--- src/rtl/seg7_reader.sv ---
// Recovers a 3-bit digit from an asynchronous 7-segment drive pattern.
// Path: 2-flop synchronizer -> stability filter -> encoder -> valid/ready output.
module seg7_reader #(
  parameter int unsigned STABLE_CYCLES = 4
) (
  input  logic       clk,
  input  logic       rst_n,
  input  logic [6:0] seg_in,
  output logic [2:0] out_data,
  output logic       out_valid,
  input  logic       out_ready,
  output logic       err_pulse,
  output logic [7:0] err_cnt,
  output logic       overrun,
  input  logic       clr_ovr
);

  localparam logic [1:0] ST_IDLE   = 2'd0;
  localparam logic [1:0] ST_TRACK  = 2'd1;
  localparam logic [1:0] ST_LOCKED = 2'd2;

  localparam logic [7:0] CNT_LAST = 8'(STABLE_CYCLES - 1);

  logic [6:0] sync1;
  logic [6:0] seg_s;
  logic [6:0] seg_last;
  logic [7:0] cnt;
  logic [1:0] state;

  logic       changed;
  logic       accept;
  logic       code_legal;
  logic       code_blank;
  logic [2:0] code_val;
  logic       acc_legal;
  logic       acc_illegal;
  logic       xfer;

  // NOTE: clocked state uses non-blocking assignments so every register
  // samples pre-edge values regardless of statement order.
  always_ff @(posedge clk or negedge rst_n) begin
    if (!rst_n) begin
      sync1 <= 7'h00;
      seg_s <= 7'h00;
    end else begin
      sync1 <= seg_in;
      seg_s <= sync1;
    end
  end

  assign changed = (seg_s != seg_last);
  assign accept  = (state == ST_TRACK) && !changed && (cnt == CNT_LAST);

  // Any change restarts the filter; an unchanged pattern in LOCKED never re-fires.
  always_ff @(posedge clk or negedge rst_n) begin
    if (!rst_n) begin
      seg_last <= 7'h00;
      cnt      <= 8'd0;
      state    <= ST_IDLE;
    end else if (changed) begin
      seg_last <= seg_s;
      cnt      <= 8'd0;
      state    <= ST_TRACK;
    end else begin
      case (state)
        ST_IDLE:   state <= ST_IDLE;
        ST_TRACK: begin
          if (cnt == CNT_LAST) state <= ST_LOCKED;
          else                 cnt   <= cnt + 8'd1;
        end
        ST_LOCKED: state <= ST_LOCKED;
        default:   state <= ST_IDLE;
      endcase
    end
  end

  // NOTE: every output of this block gets a default first, so no path
  // through the case can leave a value unassigned and infer a latch.
  always_comb begin
    code_legal = 1'b0;
    code_blank = 1'b0;
    code_val   = 3'd0;
    case (seg_last)
      7'h3F: begin code_legal = 1'b1; code_val = 3'd0; end
      7'h06: begin code_legal = 1'b1; code_val = 3'd1; end
      7'h5B: begin code_legal = 1'b1; code_val = 3'd2; end
      7'h4F: begin code_legal = 1'b1; code_val = 3'd3; end
      7'h66: begin code_legal = 1'b1; code_val = 3'd4; end
      7'h6D: begin code_legal = 1'b1; code_val = 3'd5; end
      7'h7D: begin code_legal = 1'b1; code_val = 3'd6; end
      7'h07: begin code_legal = 1'b1; code_val = 3'd7; end
      7'h00: code_blank = 1'b1;
      default: ;
    endcase
  end

  assign acc_legal   = accept && code_legal;
  assign acc_illegal = accept && !code_legal && !code_blank;
  assign xfer        = out_valid && out_ready;

  // A new event on a transfer edge replaces the consumed one without overrun.
  always_ff @(posedge clk or negedge rst_n) begin
    if (!rst_n) begin
      out_data  <= 3'd0;
      out_valid <= 1'b0;
    end else if (acc_legal) begin
      out_data  <= code_val;
      out_valid <= 1'b1;
    end else if (xfer) begin
      out_valid <= 1'b0;
    end
  end

  always_ff @(posedge clk or negedge rst_n) begin
    if (!rst_n) begin
      err_pulse <= 1'b0;
      err_cnt   <= 8'd0;
    end else begin
      err_pulse <= acc_illegal;
      if (acc_illegal && (err_cnt != 8'hFF)) err_cnt <= err_cnt + 8'd1;
    end
  end

  // Setting takes priority over a simultaneous clear.
  always_ff @(posedge clk or negedge rst_n) begin
    if (!rst_n)                                  overrun <= 1'b0;
    else if (acc_legal && out_valid && !out_ready) overrun <= 1'b1;
    else if (clr_ovr)                            overrun <= 1'b0;
  end

endmodule

--- config.mk ---
export PLATFORM = sky130hd
export DESIGN_NAME = seg7_reader
export DESIGN_NICKNAME = d
export VERILOG_FILES = /design/src/rtl/seg7_reader.sv
export SDC_FILE = /design/constraint.sdc
export NUM_CORES = 1
export LEC_CHECK = 0
export CORE_ASPECT_RATIO = 0.8
export CORE_UTILIZATION = 40
export CTS_BUF_LIST = sky130_fd_sc_hd__clkbuf_4 sky130_fd_sc_hd__clkbuf_8 sky130_fd_sc_hd__clkbuf_16
export CTS_CLUSTER_DIAMETER = 200
export DETAILED_ROUTE_END_ITERATION = 8
export PLACE_DENSITY = 0.69
export SLEW_MARGIN = 20
export SYNTH_ARGS = -nofsm -noshare
export SYNTH_HDL_FRONTEND = slang
export SYNTH_SLANG_ARGS = --single-unit
--- constraint.sdc ---
create_clock -name clk -period 4 [get_ports clk]
set_input_delay 0.4 -clock clk [delete_from_list [all_inputs] [get_ports clk]]
set_output_delay 0.4 -clock clk [all_outputs]
set_load 0.01 [all_outputs]
power_grid.png
Bar = 20 µm. Pins as bars on the die edge.
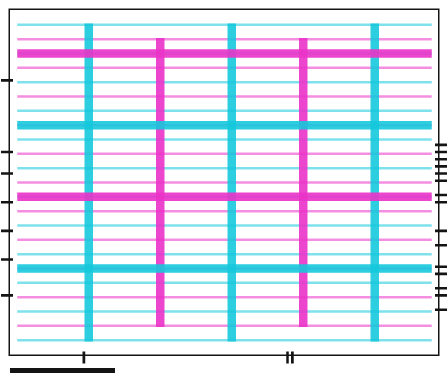
magenta -> VDD
cyan -> VSS
met4 straps = 5
signal pins = 25
rows = 22
core region area: 4710 µm²
width of the die: 81.2 µm
die extent in y: 65.4 µm
maximum resistive drop on vdd: 222 µV

placement_by_type.png
Bar = 20 µm.
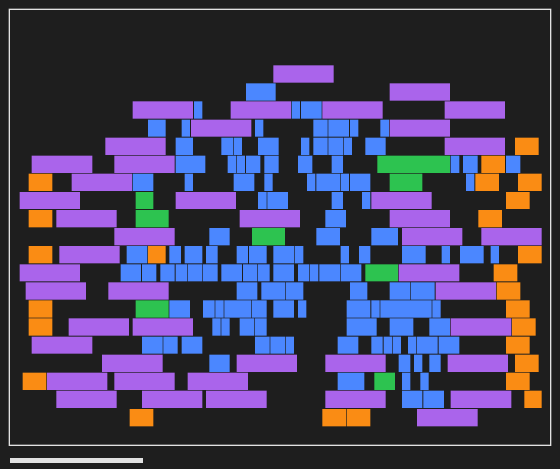
orange -> other buffers and delay cells  # cells 25
blue -> combinational and other logic  # cells 121
green -> clock drivers and dummy loads  # cells 8
purple -> flops  # cells 45
# rows: 22
flop share of the area: 0.475
finished layout cell area: 2370 µm²

clk_routes.png
Bar = 20 µm.
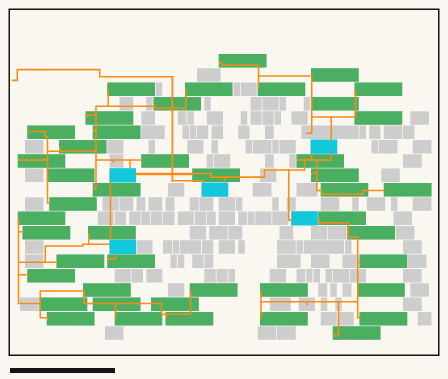
green -> flip-flops  # count 45
cyan -> clock drivers  # count 5
orange -> clock wires  # length 482 µm
routed clock nets = 6
flops lie = all over the die
Clock power frac: 0.396
Fin Clk Skew: 0.00852 ns
clk pwr: 0.000337 W
Clk Latency, worst-skew pair: 0.29 ns

wires.png
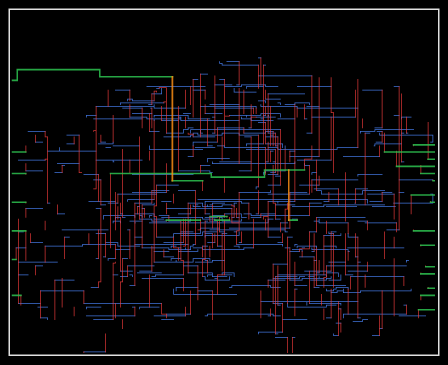
blue -> metal 1  # wire length 1580 µm
red -> metal 2  # wire length 1300 µm
green -> metal 3  # wire length 152 µm
orange -> metal 4  # wire length 29.2 µm
vias after detailed routing: 1292
global-route usage over all layers: 0.139
overall routed net length: 3060 µm
routed len/inst: 11.8 µm

==> impl.org <==
* Flow results

** Outcome
- Outcome :: finished clean

** Synth
- Post-synth tally of flip-flops with integrated enable :: 0
- Cell Area, Synth :: between 2000 and 2500 µm²
- The net count after synthesis is roughly 200.
- YS chip area :: about 2000 µm²
- Post-synthesis instance total :: roughly 180
- Count of synthesis-stage warnings from yosys :: 0
- The number of cells reported by Yosys stat comes to about 180.

** Worst setup path
- In this run the worst path has a maximum fanout of 8.
- Length in cells of the worst reg-to-reg path :: 6
- CP required :: about 4.2 ns
- Arrival time reported for the critical path endpoint :: roughly 2.8 ns

** Route
- Per the detail_route report, vias per standard cell equal between 4 and 5.
- Initial drt markers :: 84
- Tally of nets with antenna violations remaining after routing :: 0
- Number of search-and-repair iterations in the first detailed-routing pass :: 4

** Floorplanning
- Fp_density :: 0.427
- The die covers approximately 5300 µm².
- In this run the count of I/O pins placed on the die edge is 25.

** Placed design
- The wire-length estimate of the detail-placed layout is ~2200 µm.
- In this run the tool buffered the top-level ports with 24 buffer cells.
- Placer's final routability congestion estimate :: about 0.82

** GRT
- Pin count of the biggest net entering global routing :: between 40 and 50
- The initial antenna violation count was 0.
- Global routing finished with a remaining overflow of 0.

** Final timing
- Hold is met by 0.0899 ns.
- Setup violations remaining at the end of the flow were counted as 0.
- For reference, the final report shows the max-slew violation count at 0.
- Fmax :: 386 MHz
- Worst Tran Pin Value :: 0.552 ns

** Clock tree
- The tree built by TritonCTS fans out to 45 sinks.
- The report lists the number of cells resized after CTS as 0.
- Clock tree from TritonCTS :: built
- The H-tree was split into 2 levels.
- Counting the buffers created by CTS gives 5.
- Root Buffer Master :: clkbuf_8

** Layout
- Number of fill cells :: 440
- Top Layout Cells :: dfrtp_1 (45), clkdlybuf4s50_1 (23), nor2_1 (20)
- Final Net Count :: between 200 and 250

** Pwr
- The power report puts the leakage power at about 1.0 nW.
cell usage after synthesis (2+ instances only):
library cell | count | area, µm²
nand4b_1 | 2 | 17.5
buf_4 | 2 | 15.0
nand2_1 | 11 | 41.3
dfrtp_1 | 45 | 1130
a21o_1 | 2 | 15.0
xor2_1 | 16 | 140
nand4_1 | 5 | 31.3
and3_1 | 3 | 18.8
a41o_1 | 2 | 20.0
nor3_2 | 2 | 20.0
xnor2_1 | 7 | 61.3
mux2i_1 | 2 | 20.0
nand3_1 | 6 | 30.0
ha_1 | 3 | 37.5
nor3_1 | 2 | 10.0
buf_2 | 3 | 15.0
o22ai_1 | 3 | 18.8
clkbuf_1 | 9 | 33.8
a21oi_1 | 3 | 15.0
nor4b_1 | 3 | 26.3
nor2_1 | 20 | 75.1
nor4bb_1 | 2 | 20.0
o21ai_0 | 3 | 15.0
inv_1 | 6 | 22.5
nor4_1 | 2 | 12.5
nand2b_1 | 2 | 12.5
stage by stage:
step                utilization  cells  instance area [µm²]  worst slack, ns  power (W)
global route              0.503    259                 2370             1.23   0.000893
finish                    0.503    259                 2370             1.41   0.000850
floorplan                     -    181                 2010             1.67   0.000505
CTS                       0.503    259                 2370             1.38   0.000869
global placement          0.478    251                 2250             1.41   0.000522
detailed placement        0.478    251                 2250             1.40   0.000523
routing by layer:
layer,vias up,routed length (µm),global-route usage,share of wire
li1,646,-,-,-
met1,608,1580,0.189,0.52
met2,34,1300,0.207,0.42
met3,4,151,0.0458,0.049
met4,0,29,0.0469,0.0095
met5,-,0,0,0
state kept, by name, summed over array words and instances (netlist names):
name,flops
cnt,8
err_cnt,8
err_pulse,1
out_data,3
out_valid,1
overrun,1
seg_last,7
seg_s,7
state,2
sync1,7
worst paths after layout:
kind	startpoint	endpoint	slack, ns
min	rst_n	err_cnt[4]	0.09
min in group clk	sync1[3]	seg_s[3]	0.35
min reg2reg	sync1[3]	seg_s[3]	0.35
max reg2reg	cnt[0]	err_cnt[1]	1.41
max in group asynchronous	rst_n	err_cnt[0]	3.52
max	cnt[0]	err_cnt[1]	1.41
worst max-delay path: stages (launching register included):
cell	delay [ns]
dfrtp_1	0.43
ha_1	0.27
nor4bb_1	0.30
nand3_1	0.13
or3b_1	0.37
or4_1	0.61
mux2_1	0.37
cells by family (layout without fill, tap and decap cells):
logic type	count (synthesis)	count (layout)	synth area share
AOI/OAI and AO/OA	15	15	0.0480
and+or+nand+nor	70	70	0.203
xor gates and xnor gates	23	23	0.100
buffers and inverters	21	39	0.0486
muxes	4	4	0.0212
adders and majority gates	3	3	0.0187
DFF	45	45	0.561
power breakdown:
group | switching (W) | leakage (nW) | total (W) | internal (W)
Combinational | 0.0000155 | 0.406 | 0.0000342 | 0.0000186
Sequential | 0.0000135 | 0.575 | 0.000479 | 0.000465
Clock | 0.000143 | 0.0588 | 0.000337 | 0.000194
Total | 0.000172 | 1.04 | 0.000850 | 0.000678
final cells by class:
type / instances / share of cell area
clock inverters: 2 / 0.0164
multi-input cells: 115 / 0.331
flip-flops and latches: 45 / 0.475
clock buffers: 6 / 0.0322
inverters: 6 / 0.00951
repair buffers: 25 / 0.104
well taps: 60 / 0.0317
Power and IR drop assume default switching activity.
